<file path="src/rtl/stack_alu.sv">
// WIDTH-bit stack-machine ALU: DEPTH-entry operand stack (entry 0 is TOS), valid/ready
// command port, and a WIDTH-cycle shift-add multiplier. Entries above the depth are kept at zero.
module stack_alu #(
    parameter int WIDTH = 8,
    parameter int DEPTH = 4
) (
    input  logic                       clk,
    input  logic                       rst,
    input  logic                       in_valid,
    output logic                       in_ready,
    input  logic [3:0]                 opcode,
    input  logic [WIDTH-1:0]           data_in,
    output logic [WIDTH-1:0]           data_out,
    output logic [$clog2(DEPTH+1)-1:0] depth,
    output logic                       carry,
    output logic                       zero,
    output logic                       error
);
    localparam int DW = $clog2(DEPTH + 1);
    localparam int CW = (WIDTH > 1) ? $clog2(WIDTH) : 1;
    localparam logic [DW-1:0] DEPTH_MAX = DW'(DEPTH);
    localparam logic [CW-1:0] LAST_STEP = CW'(WIDTH - 1);

    localparam logic [3:0] OP_NOP  = 4'h0;
    localparam logic [3:0] OP_PUSH = 4'h1;
    localparam logic [3:0] OP_POP  = 4'h2;
    localparam logic [3:0] OP_DUP  = 4'h3;
    localparam logic [3:0] OP_SWAP = 4'h4;
    localparam logic [3:0] OP_ADD  = 4'h5;
    localparam logic [3:0] OP_SUB  = 4'h6;
    localparam logic [3:0] OP_AND  = 4'h7;
    localparam logic [3:0] OP_OR   = 4'h8;
    localparam logic [3:0] OP_XOR  = 4'h9;
    localparam logic [3:0] OP_NOT  = 4'hA;
    localparam logic [3:0] OP_SHL  = 4'hB;
    localparam logic [3:0] OP_SHR  = 4'hC;
    localparam logic [3:0] OP_MUL  = 4'hD;
    localparam logic [3:0] OP_CLR  = 4'hE;

    typedef enum logic [0:0] {ST_IDLE = 1'b0, ST_MUL = 1'b1} state_t;
    typedef enum logic [2:0] {
        ACT_NONE  = 3'd0,
        ACT_PUSH  = 3'd1,
        ACT_POP   = 3'd2,
        ACT_BIN   = 3'd3,
        ACT_UNARY = 3'd4,
        ACT_SWAP  = 3'd5,
        ACT_CLR   = 3'd6
    } act_t;

    state_t               state_r, state_s;
    act_t                 act_s;
    logic [WIDTH-1:0]     stack_r [DEPTH];
    logic [WIDTH-1:0]     stack_s [DEPTH];
    logic [DW-1:0]        depth_r, depth_s;
    logic                 carry_r, carry_s;
    logic                 error_r, error_s;
    logic                 in_ready_r;
    logic [2*WIDTH-1:0]   mcand_r, mcand_s;
    logic [WIDTH-1:0]     mplier_r, mplier_s;
    logic [2*WIDTH-1:0]   acc_r, acc_s;
    logic [CW-1:0]        cnt_r, cnt_s;
    logic [WIDTH-1:0]     res_s;
    logic [WIDTH-1:0]     a_s, b_s;
    logic [WIDTH:0]       sum_s, diff_s;
    logic [2*WIDTH-1:0]   step_s;
    logic                 need1_s, need2_s, not_full_s;

    assign a_s        = stack_r[0];
    assign b_s        = stack_r[1];
    assign sum_s      = {1'b0, b_s} + {1'b0, a_s};
    assign diff_s     = {1'b0, b_s} - {1'b0, a_s};
    assign step_s     = acc_r + (mplier_r[0] ? mcand_r : {(2*WIDTH){1'b0}});
    assign need1_s    = (depth_r != {DW{1'b0}});
    assign need2_s    = (depth_r >= DW'(2));
    assign not_full_s = (depth_r < DEPTH_MAX);

    assign data_out = stack_r[0];
    assign depth    = depth_r;
    assign carry    = carry_r;
    assign error    = error_r;
    assign in_ready = in_ready_r;
    assign zero     = (data_out == {WIDTH{1'b0}});

    // Command decode, multiplier stepping and stack update.
    always_comb begin
        state_s  = state_r;
        act_s    = ACT_NONE;
        res_s    = {WIDTH{1'b0}};
        stack_s  = stack_r;
        depth_s  = depth_r;
        carry_s  = carry_r;
        error_s  = error_r;
        mcand_s  = mcand_r;
        mplier_s = mplier_r;
        acc_s    = acc_r;
        cnt_s    = cnt_r;

        case (state_r)
            ST_IDLE: begin
                if (in_valid) begin
                    case (opcode)
                        OP_NOP: act_s = ACT_NONE;
                        OP_PUSH: begin
                            if (not_full_s) begin
                                act_s = ACT_PUSH;
                                res_s = data_in;
                            end else begin
                                error_s = 1'b1;
                            end
                        end
                        OP_POP: begin
                            if (need1_s) act_s = ACT_POP;
                            else error_s = 1'b1;
                        end
                        OP_DUP: begin
                            if (need1_s && not_full_s) begin
                                act_s = ACT_PUSH;
                                res_s = a_s;
                            end else begin
                                error_s = 1'b1;
                            end
                        end
                        OP_SWAP: begin
                            if (need2_s) act_s = ACT_SWAP;
                            else error_s = 1'b1;
                        end
                        OP_ADD, OP_SUB, OP_AND, OP_OR, OP_XOR: begin
                            if (need2_s) begin
                                act_s = ACT_BIN;
                                case (opcode)
                                    OP_ADD: begin res_s = sum_s[WIDTH-1:0];  carry_s = sum_s[WIDTH];  end
                                    OP_SUB: begin res_s = diff_s[WIDTH-1:0]; carry_s = diff_s[WIDTH]; end
                                    OP_AND: begin res_s = b_s & a_s; carry_s = 1'b0; end
                                    OP_OR:  begin res_s = b_s | a_s; carry_s = 1'b0; end
                                    default: begin res_s = b_s ^ a_s; carry_s = 1'b0; end
                                endcase
                            end else begin
                                error_s = 1'b1;
                            end
                        end
                        OP_NOT, OP_SHL, OP_SHR: begin
                            if (need1_s) begin
                                act_s = ACT_UNARY;
                                case (opcode)
                                    OP_NOT: begin res_s = ~a_s; carry_s = 1'b0; end
                                    OP_SHL: begin res_s = {a_s[WIDTH-2:0], 1'b0}; carry_s = a_s[WIDTH-1]; end
                                    default: begin res_s = {1'b0, a_s[WIDTH-1:1]}; carry_s = a_s[0]; end
                                endcase
                            end else begin
                                error_s = 1'b1;
                            end
                        end
                        OP_MUL: begin
                            if (need2_s) begin
                                state_s  = ST_MUL;
                                mcand_s  = {{WIDTH{1'b0}}, a_s};
                                mplier_s = b_s;
                                acc_s    = {(2*WIDTH){1'b0}};
                                cnt_s    = {CW{1'b0}};
                            end else begin
                                error_s = 1'b1;
                            end
                        end
                        OP_CLR: begin
                            act_s   = ACT_CLR;
                            carry_s = 1'b0;
                            error_s = 1'b0;
                        end
                        default: act_s = ACT_NONE;
                    endcase
                end else begin
                    act_s = ACT_NONE;
                end
            end
            ST_MUL: begin
                acc_s    = step_s;
                mcand_s  = mcand_r << 1;
                mplier_s = mplier_r >> 1;
                cnt_s    = cnt_r + CW'(1);
                // The final step's sum is written straight back, so the result lands on the WIDTH-th edge.
                if (cnt_r == LAST_STEP) begin
                    state_s = ST_IDLE;
                    act_s   = ACT_BIN;
                    res_s   = step_s[WIDTH-1:0];
                    carry_s = |step_s[2*WIDTH-1:WIDTH];
                end else begin
                    state_s = ST_MUL;
                end
            end
            default: state_s = ST_IDLE;
        endcase

        case (act_s)
            ACT_PUSH: begin
                for (int i = DEPTH - 1; i > 0; i--) stack_s[i] = stack_r[i-1];
                stack_s[0] = res_s;
                depth_s    = depth_r + DW'(1);
            end
            ACT_POP, ACT_BIN: begin
                for (int i = 0; i < DEPTH - 1; i++) stack_s[i] = stack_r[i+1];
                stack_s[DEPTH-1] = {WIDTH{1'b0}};
                depth_s          = depth_r - DW'(1);
                if (act_s == ACT_BIN) stack_s[0] = res_s;
                else stack_s[0] = stack_r[1];
            end
            ACT_UNARY: stack_s[0] = res_s;
            ACT_SWAP: begin
                stack_s[0] = stack_r[1];
                stack_s[1] = stack_r[0];
            end
            ACT_CLR: begin
                for (int i = 0; i < DEPTH; i++) stack_s[i] = {WIDTH{1'b0}};
                depth_s = {DW{1'b0}};
            end
            default: stack_s = stack_r;
        endcase
    end

    // State, stack and flag registers; reset aborts any multiply in flight.
    always_ff @(posedge clk or posedge rst) begin
        if (rst) begin
            state_r    <= ST_IDLE;
            for (int i = 0; i < DEPTH; i++) stack_r[i] <= {WIDTH{1'b0}};
            depth_r    <= {DW{1'b0}};
            carry_r    <= 1'b0;
            error_r    <= 1'b0;
            in_ready_r <= 1'b1;
            mcand_r    <= {(2*WIDTH){1'b0}};
            mplier_r   <= {WIDTH{1'b0}};
            acc_r      <= {(2*WIDTH){1'b0}};
            cnt_r      <= {CW{1'b0}};
        end else begin
            state_r    <= state_s;
            stack_r    <= stack_s;
            depth_r    <= depth_s;
            carry_r    <= carry_s;
            error_r    <= error_s;
            in_ready_r <= (state_s == ST_IDLE);
            mcand_r    <= mcand_s;
            mplier_r   <= mplier_s;
            acc_r      <= acc_s;
            cnt_r      <= cnt_s;
        end
    end
endmodule

</file>
<file path="config.mk">
export PLATFORM = sky130hd
export DESIGN_NAME = stack_alu
export DESIGN_NICKNAME = d
export VERILOG_FILES = /design/src/rtl/stack_alu.sv
export SDC_FILE = /design/constraint.sdc
export NUM_CORES = 1
export LEC_CHECK = 0
export CAP_MARGIN = 20
export CORE_ASPECT_RATIO = 1.75
export CORE_UTILIZATION = 55
export DETAILED_ROUTE_END_ITERATION = 6
export PLACE_DENSITY = 0.74
export SKIP_LAST_GASP = 1
export SLEW_MARGIN = 20
export SYNTH_ARGS = -nofsm -noshare
export SYNTH_HDL_FRONTEND = slang
export SYNTH_SLANG_ARGS = --single-unit
</file>
<file path="constraint.sdc">
create_clock -name clk -period 3.55 [get_ports clk]
set_input_delay 0.71 -clock clk [delete_from_list [all_inputs] [get_ports clk]]
set_output_delay 0.71 -clock clk [all_outputs]
set_load 0.02 [all_outputs]
</file>
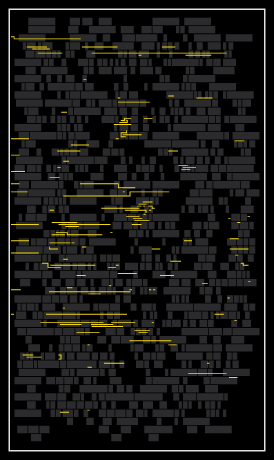
Fig. 1. The metal 3 layer (run 1).
(3 px per um)
main direction: horizontal
longest straight run: 44.6 um
wire length on this layer: 651 um
nets with wire on the layer: 77
vias: 6142
final wirelength: 18710 um
met3 Use GR: 0.03901

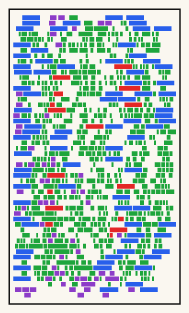
Fig. 2. Placement by cell class (run 1).
(2 px per um)
[green] remaining logic cells | cells: 660 | share of their area: 59%
[red] clock drivers and dummy loads | cells: 16 | share of their area: 4.3%
[blue] registers | cells: 82 | share of their area: 29%
[purple] remaining buffers and delay cells | cells: 60 | share of their area: 7.7%

==> results.cfg, run 1 <==
; yosys + openroad results
[layout]
buf_share = 0.07486
nNonClkInverters = 42
most-common-layout-cells = o21ai_0, dfrtp_1, nand2_1
filler_cell_count = 1034
comb_share = 0.5573
n_all_buffers = 60
post-route-util = 0.6321
finalNonFillerCells = 953
seq_area_frac = 0.2806
num-multi-input-gates = 618
design_area_um2 = 7321

[placed_design]
gp_congestion = 0.9555
hpwlAfterDp_um = 14240
port_buffers = 29
pre_cts_slack_ns = 0.07596

[detailed_routing]
highest_layer = met4
drt-vias-per-instance = 6.445
drcViolationCount = 0
met3_length_um = 650
drt_iter0_markers = 336
wl_met2_um = 10000
wl_met1_um = 7136
antenna_left = 0

[clock_tree]
cts_hold_buf = 0
tritoncts = yes
cts_made_buffers = 9
cts.reportedPaths.clkPinSlew_ns = 0.07
cts_setup_buffers = 0
root_buffer = clkbuf_16

[timing]
slew_viol_final = 0
hold_ws_ns = 0.4955
fmax_mhz = 303.1
clock_skew_ns = 0.006251
min_period_ns = 3.300
rsz0062_at_grt = false
setup_viol = 0
fin_ws_ns = 0.2503
max_slew_margin = 0.5412

[min_path]
hp-start = cnt_r[0]
min_to = cnt_r[0]
hold_depth = 1
hold_path_class = reg -> reg

[run]
drv_cap = 0
warning_count = 42

[die]
dieArea_um2 = 12410
fp_util = 0.5677
core_um2 = 11580
taps = 135
die_x_um = 84.65
die-height_um = 146.6

[power_and_ir_drop]
powerComb_w = 0.00244
peakVddDrop_mv = 0.5143
powerDensity_nw_per_um2 = 689.1
seqPwrFrac = 0.322
power_leakage_nw = 3.199
seq_power_w = 0.00162

[logic_synthesis]
ys.flops = 82
postSynthSeqShare = 0.3123
avgSynthCellArea_um2 = 8.281
netlist_area_um2 = 6575
fp_nets = 854
yosys_warnings = 0
synthFlopType = dfrtp_1
ys_cells = 794
ys_area_um2 = 6575

[global_route]
globalRouteMet1Util = 0.3461
grt_max_degree = 68
track_usage = 0.3156
first_global_vias = 6080
grt_pass1_wl_um = 30880

[worst_setup_path]
worstReg2RegEnd = carry
crit_arrival_ns = 3.52
crit_chain = and2_1 -> ha_1 -> fa_1 -> a211oi_1 -> o21ba_2 -> o211ai_1 -> nand4_1 -> o2111ai_1 -> nor4_1 -> nor3_1
critPathMaxStageDelay_ns = 0.58
rr_startpoint = mplier_r[0]
rr_worst_depth = 10
cp_slowest_cell = dfrtp_1
worstSetupPathType = reg -> reg

[run_status]
status = finished, final reports clean
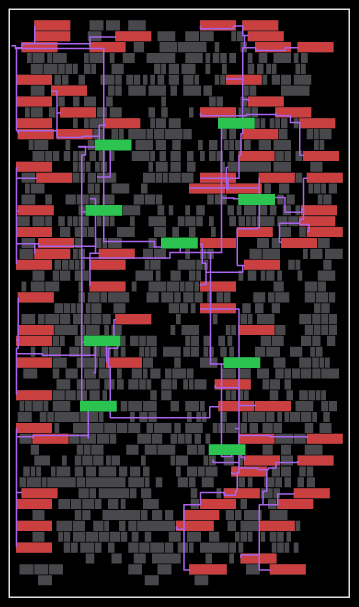
Fig. 3. Clock distribution (run 1).
(4 px per um)
[purple] clock wires | length: 1140 um
[green] clock-net drivers | count: 9
[red] flip-flops | count: 82
routed clock nets: 10
flops lie: widely spread

==> run 1: worst max-delay path: cells and delay by family (launching register included) <==
| family | cells | cell delay [ns] |
|---|---|---|
| AOI/OAI and AO/OA | 4 | 0.99 |
| DFF | 1 | 0.58 |
| adders and majority gates | 2 | 0.65 |
| and+or+nand+nor | 4 | 0.95 |
==> run 1: sequential cells by signal, indices dropped and copies added (netlist names) <==
name,flops
acc_r,16
mcand_r,16
stack_r,16
b_s,8
data_out,8
mplier_r,8
cnt_r,3
depth,3
carry,1
error,1
in_ready,1
state_r,1
==> run 1: synthesized netlist by cell type (all sizes together) (9+ instances only) <==
cell	number	area, um2
o21ai	90	450.4
dfrtp	81	2027
nand2	80	305.3
a21oi	72	375.4
nor2	69	279.0
ha	41	513.0
inv	41	153.9
buf	26	186.4
clkbuf	26	97.59
and2	22	137.6
nand3	19	107.6
nor3	18	105.1
a22o	10	87.58
o211ai	10	75.07
xnor2	10	87.58
a211oi	9	67.56
a21o	9	67.56
o21bai	9	67.56
==> run 1: cells by family (layout without fill, tap and decap cells) <==
group | after synthesis | in the layout | share of synthesized area
adders and majority gates | 45 | 45 | 0.09020
and+or+nand+nor | 263 | 263 | 0.2019
DFF | 82 | 82 | 0.3123
xor gates and xnor gates | 16 | 16 | 0.02131
AOI/OAI and AO/OA | 288 | 288 | 0.2971
muxes | 6 | 6 | 0.01009
buffers and inverters | 94 | 118 | 0.06717
==> run 1: worst max-delay path by stage <==
stage / startpoint / endpoint / cells past startpoint
after floorplan: opcode[2] / depth[2] / 10
after global placement: opcode[1] / depth[2] / 10
after detailed placement: opcode[2] / depth[2] / 10
after CTS: mplier_r[0] / carry / 10
after global routing: mplier_r[0] / carry / 10
final: mplier_r[0] / carry / 10
--- run 2 (diff from run 1) ---
==> constraint.sdc (replaced) <==
create_clock -name clk -period 3.4 [get_ports clk]
set_input_delay 0.68 -clock clk [delete_from_list [all_inputs] [get_ports clk]]
set_output_delay 0.68 -clock clk [all_outputs]
set_load 0.02 [all_outputs]
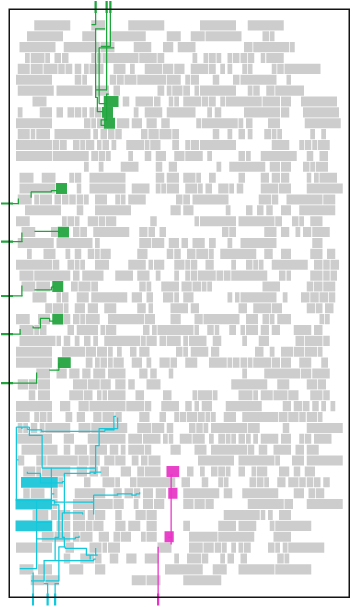
Fig. 4. I/O nets highlighted (run 2).
(4 px per um)
[green] data_in | bits: 8 | direction: input | edge: 5 left, 3 top | end cells: 8 | buffers: 8 | wire: 151 um
[cyan] depth | bits: 3 | direction: output | edge: bottom | end cells: 3 | buffers: 3 | wire: 303 um
[magenta] in_valid | bits: 1 | direction: input | edge: bottom | end cells: 3 | buffers: 1 | wire: 30.5 um

==> run 2 against run 1 <==
Compared with the run above:
- area after synthesis unchanged
- sequential power up 4%
- critical path depth increased by 1
- first-iteration DRC count up 19%
- power up 3.8%
- non-clock buffer count increased by 13
- via count rose by 0.36%
- sequential share of layout area shrank 0.21 points
- combinational power is 7% higher
- die size unchanged
- cell area up 0.77%
==> results.cfg, run 2 <==
; yosys + openroad results
[run_status]
status = finished, final reports clean

[detailed_routing]
drt-vias-per-instance = 6.381
antenna_left = 0
firstDrtPassIters = 5
drcViolationCount = 0
vias = 6164
drt_iter0_markers = 401
routed_wl_um = 18850

[die]
fp_util = 0.5677
io_pins = 30
die_x_um = 84.65
die-height_um = 146.6
dieArea_um2 = 12410
core_um2 = 11580

[timing]
fin_ws_ns = 0.1778
clock_skew_ns = 0.007726
slew_viol_final = 0
max_slew_margin = 0.4946
setup_viol = 0
min_period_ns = 3.222
fmax_mhz = 310.3
hold_ws_ns = 0.4894
rsz0062_at_grt = false
finalCritPeriodShare = 0.9477

[logic_synthesis]
postSynthSeqShare = 0.3123
synth.top_cells.by_count = o21ai_0, dfrtp_1, nand2_1
ys_cells = 794
yosysMostFrequentCell = o21ai_0
topCellsByArea = dfrtp_1, ha_1, o21ai_0
yosys_warnings = 0
ys_area_um2 = 6575
synthFlopType = dfrtp_1
fp_nets = 854
yosys.area.top_type = dfrtp_1
avgSynthCellArea_um2 = 8.281
ys.flops = 82
top_cell_area_share = 0.3083
netlist_area_um2 = 6575

[min_path]
hold_path_class = reg -> reg
hp-start = cnt_r[0]
min_to = cnt_r[0]
hold_depth = 1

[worst_setup_path]
worstReg2RegEnd = carry
worstSetupPathType = reg -> reg
crit_arrival_ns = 3.45
rr_startpoint = mplier_r[0]
crit_chain = and2_1 -> ha_1 -> fa_1 -> a211oi_1 -> o21ba_2 -> o211ai_1 -> a21oi_1 -> o211ai_1 -> nor4_2 -> buf_4 -> nor3_1
cp-end-kind = register
rrSetupSlack_ns = 0.18
critPathMaxStageDelay_ns = 0.49
crit_buf_inv = 1
crit_top_cell = o211ai_1
critPathTopFamily = AND-OR/OR-AND gates
cp_slowest_cell = dfrtp_1
rr_worst_depth = 11
cp_max_fo = 10

[clock_tree]
root_buffer = clkbuf_16
cts.reportedPaths.clkPinSlew_ns = 0.07
tritoncts = yes
clkLatencyLatePin_ns = 0.34
h-tree-depth = 3
cts_setup_buffers = 0
cts_made_buffers = 9
cts_hold_buf = 0
clk_path_buf_depth = 2

[layout]
layout_top_cell = o21ai_0
post-route-util = 0.6370
largestRegisters = acc_r x16, mcand_r x16, stack_r x16
design_area_um2 = 7377
most-common-layout-cells = o21ai_0, dfrtp_1, nand2_1
finalNonFillerCells = 966
diodes = 0

[global_route]
grt_max_degree = 68
antenna_found_initial = 0
track_usage = 0.3184
grt_pass1_wl_um = 31230
first_global_vias = 6251

[power_and_ir_drop]
power_leakage_nw = 3.236
peakVddDrop_mv = 0.4879
p_sw_frac = 0.4484
p_clk_frac = 0.177
p_comb_frac = 0.499
seqPwrFrac = 0.324
powerDensity_nw_per_um2 = 709.5

[placed_design]
port_buffers = 29
gp_congestion = 0.9506
pre_cts_slack_ns = -0.1024
hpwlAfterDp_um = 14420

[run]
warning_count = 42
drv_cap = 0
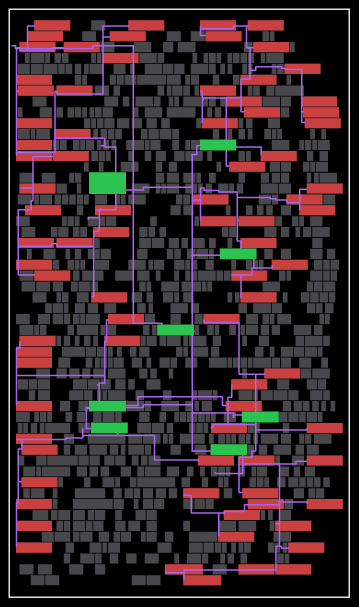
Fig. 5. Clock distribution (run 2).
(4 px per um)
[red] flip-flops | count: 82
[green] clock-net drivers | count: 9
[purple] clock wires | length: 1160 um
routed clock nets: 10
flops lie: widely spread

[run 2: cell counts after synthesis]
No cell type changed its count.
[run 2: area by class of cell]
cell class | instances | area, um2
Timing Repair Buffer | 73 | 633.1
Multi-Input combinational cell | 618 | 4086
Clock inverter | 6 | 46.29
Fill cell | 1059 | 4204
Sequential cell | 82 | 2054
Clock buffer | 10 | 229.0
Tap cell | 135 | 168.9
Inverter | 42 | 158.9
[run 2: power groups by stage]
stage / clock (W) / sequential, W / combinational [W]
CTS: 0.000947 / 0.00169 / 0.00259
detailed placement: 0 / 0.00171 / 0.00257
global route: 0.000981 / 0.00174 / 0.00287
finish: 0.000929 / 0.00169 / 0.00261
floorplan: 0 / 0.00161 / 0.00181
global placement: 0 / 0.00168 / 0.00251
[run 2: how the worst max path moves through the flow]
| stage | startpoint | endpoint | slack, ns | cells past startpoint |
|---|---|---|---|---|
| after floorplan | opcode[2] | depth[2] | 0.40 | 10 |
| after global placement | opcode[2] | depth[2] | 0.01 | 10 |
| after detailed placement | opcode[2] | depth[2] | -0.10 | 10 |
| after CTS | mplier_r[0] | carry | 0.11 | 11 |
| after global routing | mplier_r[0] | carry | 0.03 | 11 |
| final | mplier_r[0] | carry | 0.18 | 11 |
[run 2: per-layer routing]
layer	track usage	routed length, um
met1	0.3569	7121
met2	0.5829	10250
met3	0.04127	751
met4	0.1585	724
met5	0	0
[run 2: logic make-up after synthesis]
| group | share of synthesized area |
|---|---|
| fa+ha+maj | 0.09020 |
| simple gates | 0.2019 |
| flops | 0.3123 |
| xor+xnor | 0.02131 |
| mux | 0.01009 |
| compound gates | 0.2971 |
| buf+inv | 0.06717 |
[run 2: what timing repair did]
item | CTS | global route
gates resized | 0 | 1
endpoints found under the hold margin | 0 | 0
endpoints found under the setup margin | 0 | 1
Power figures rest on the tool's default switching activity, not on a simulated workload.
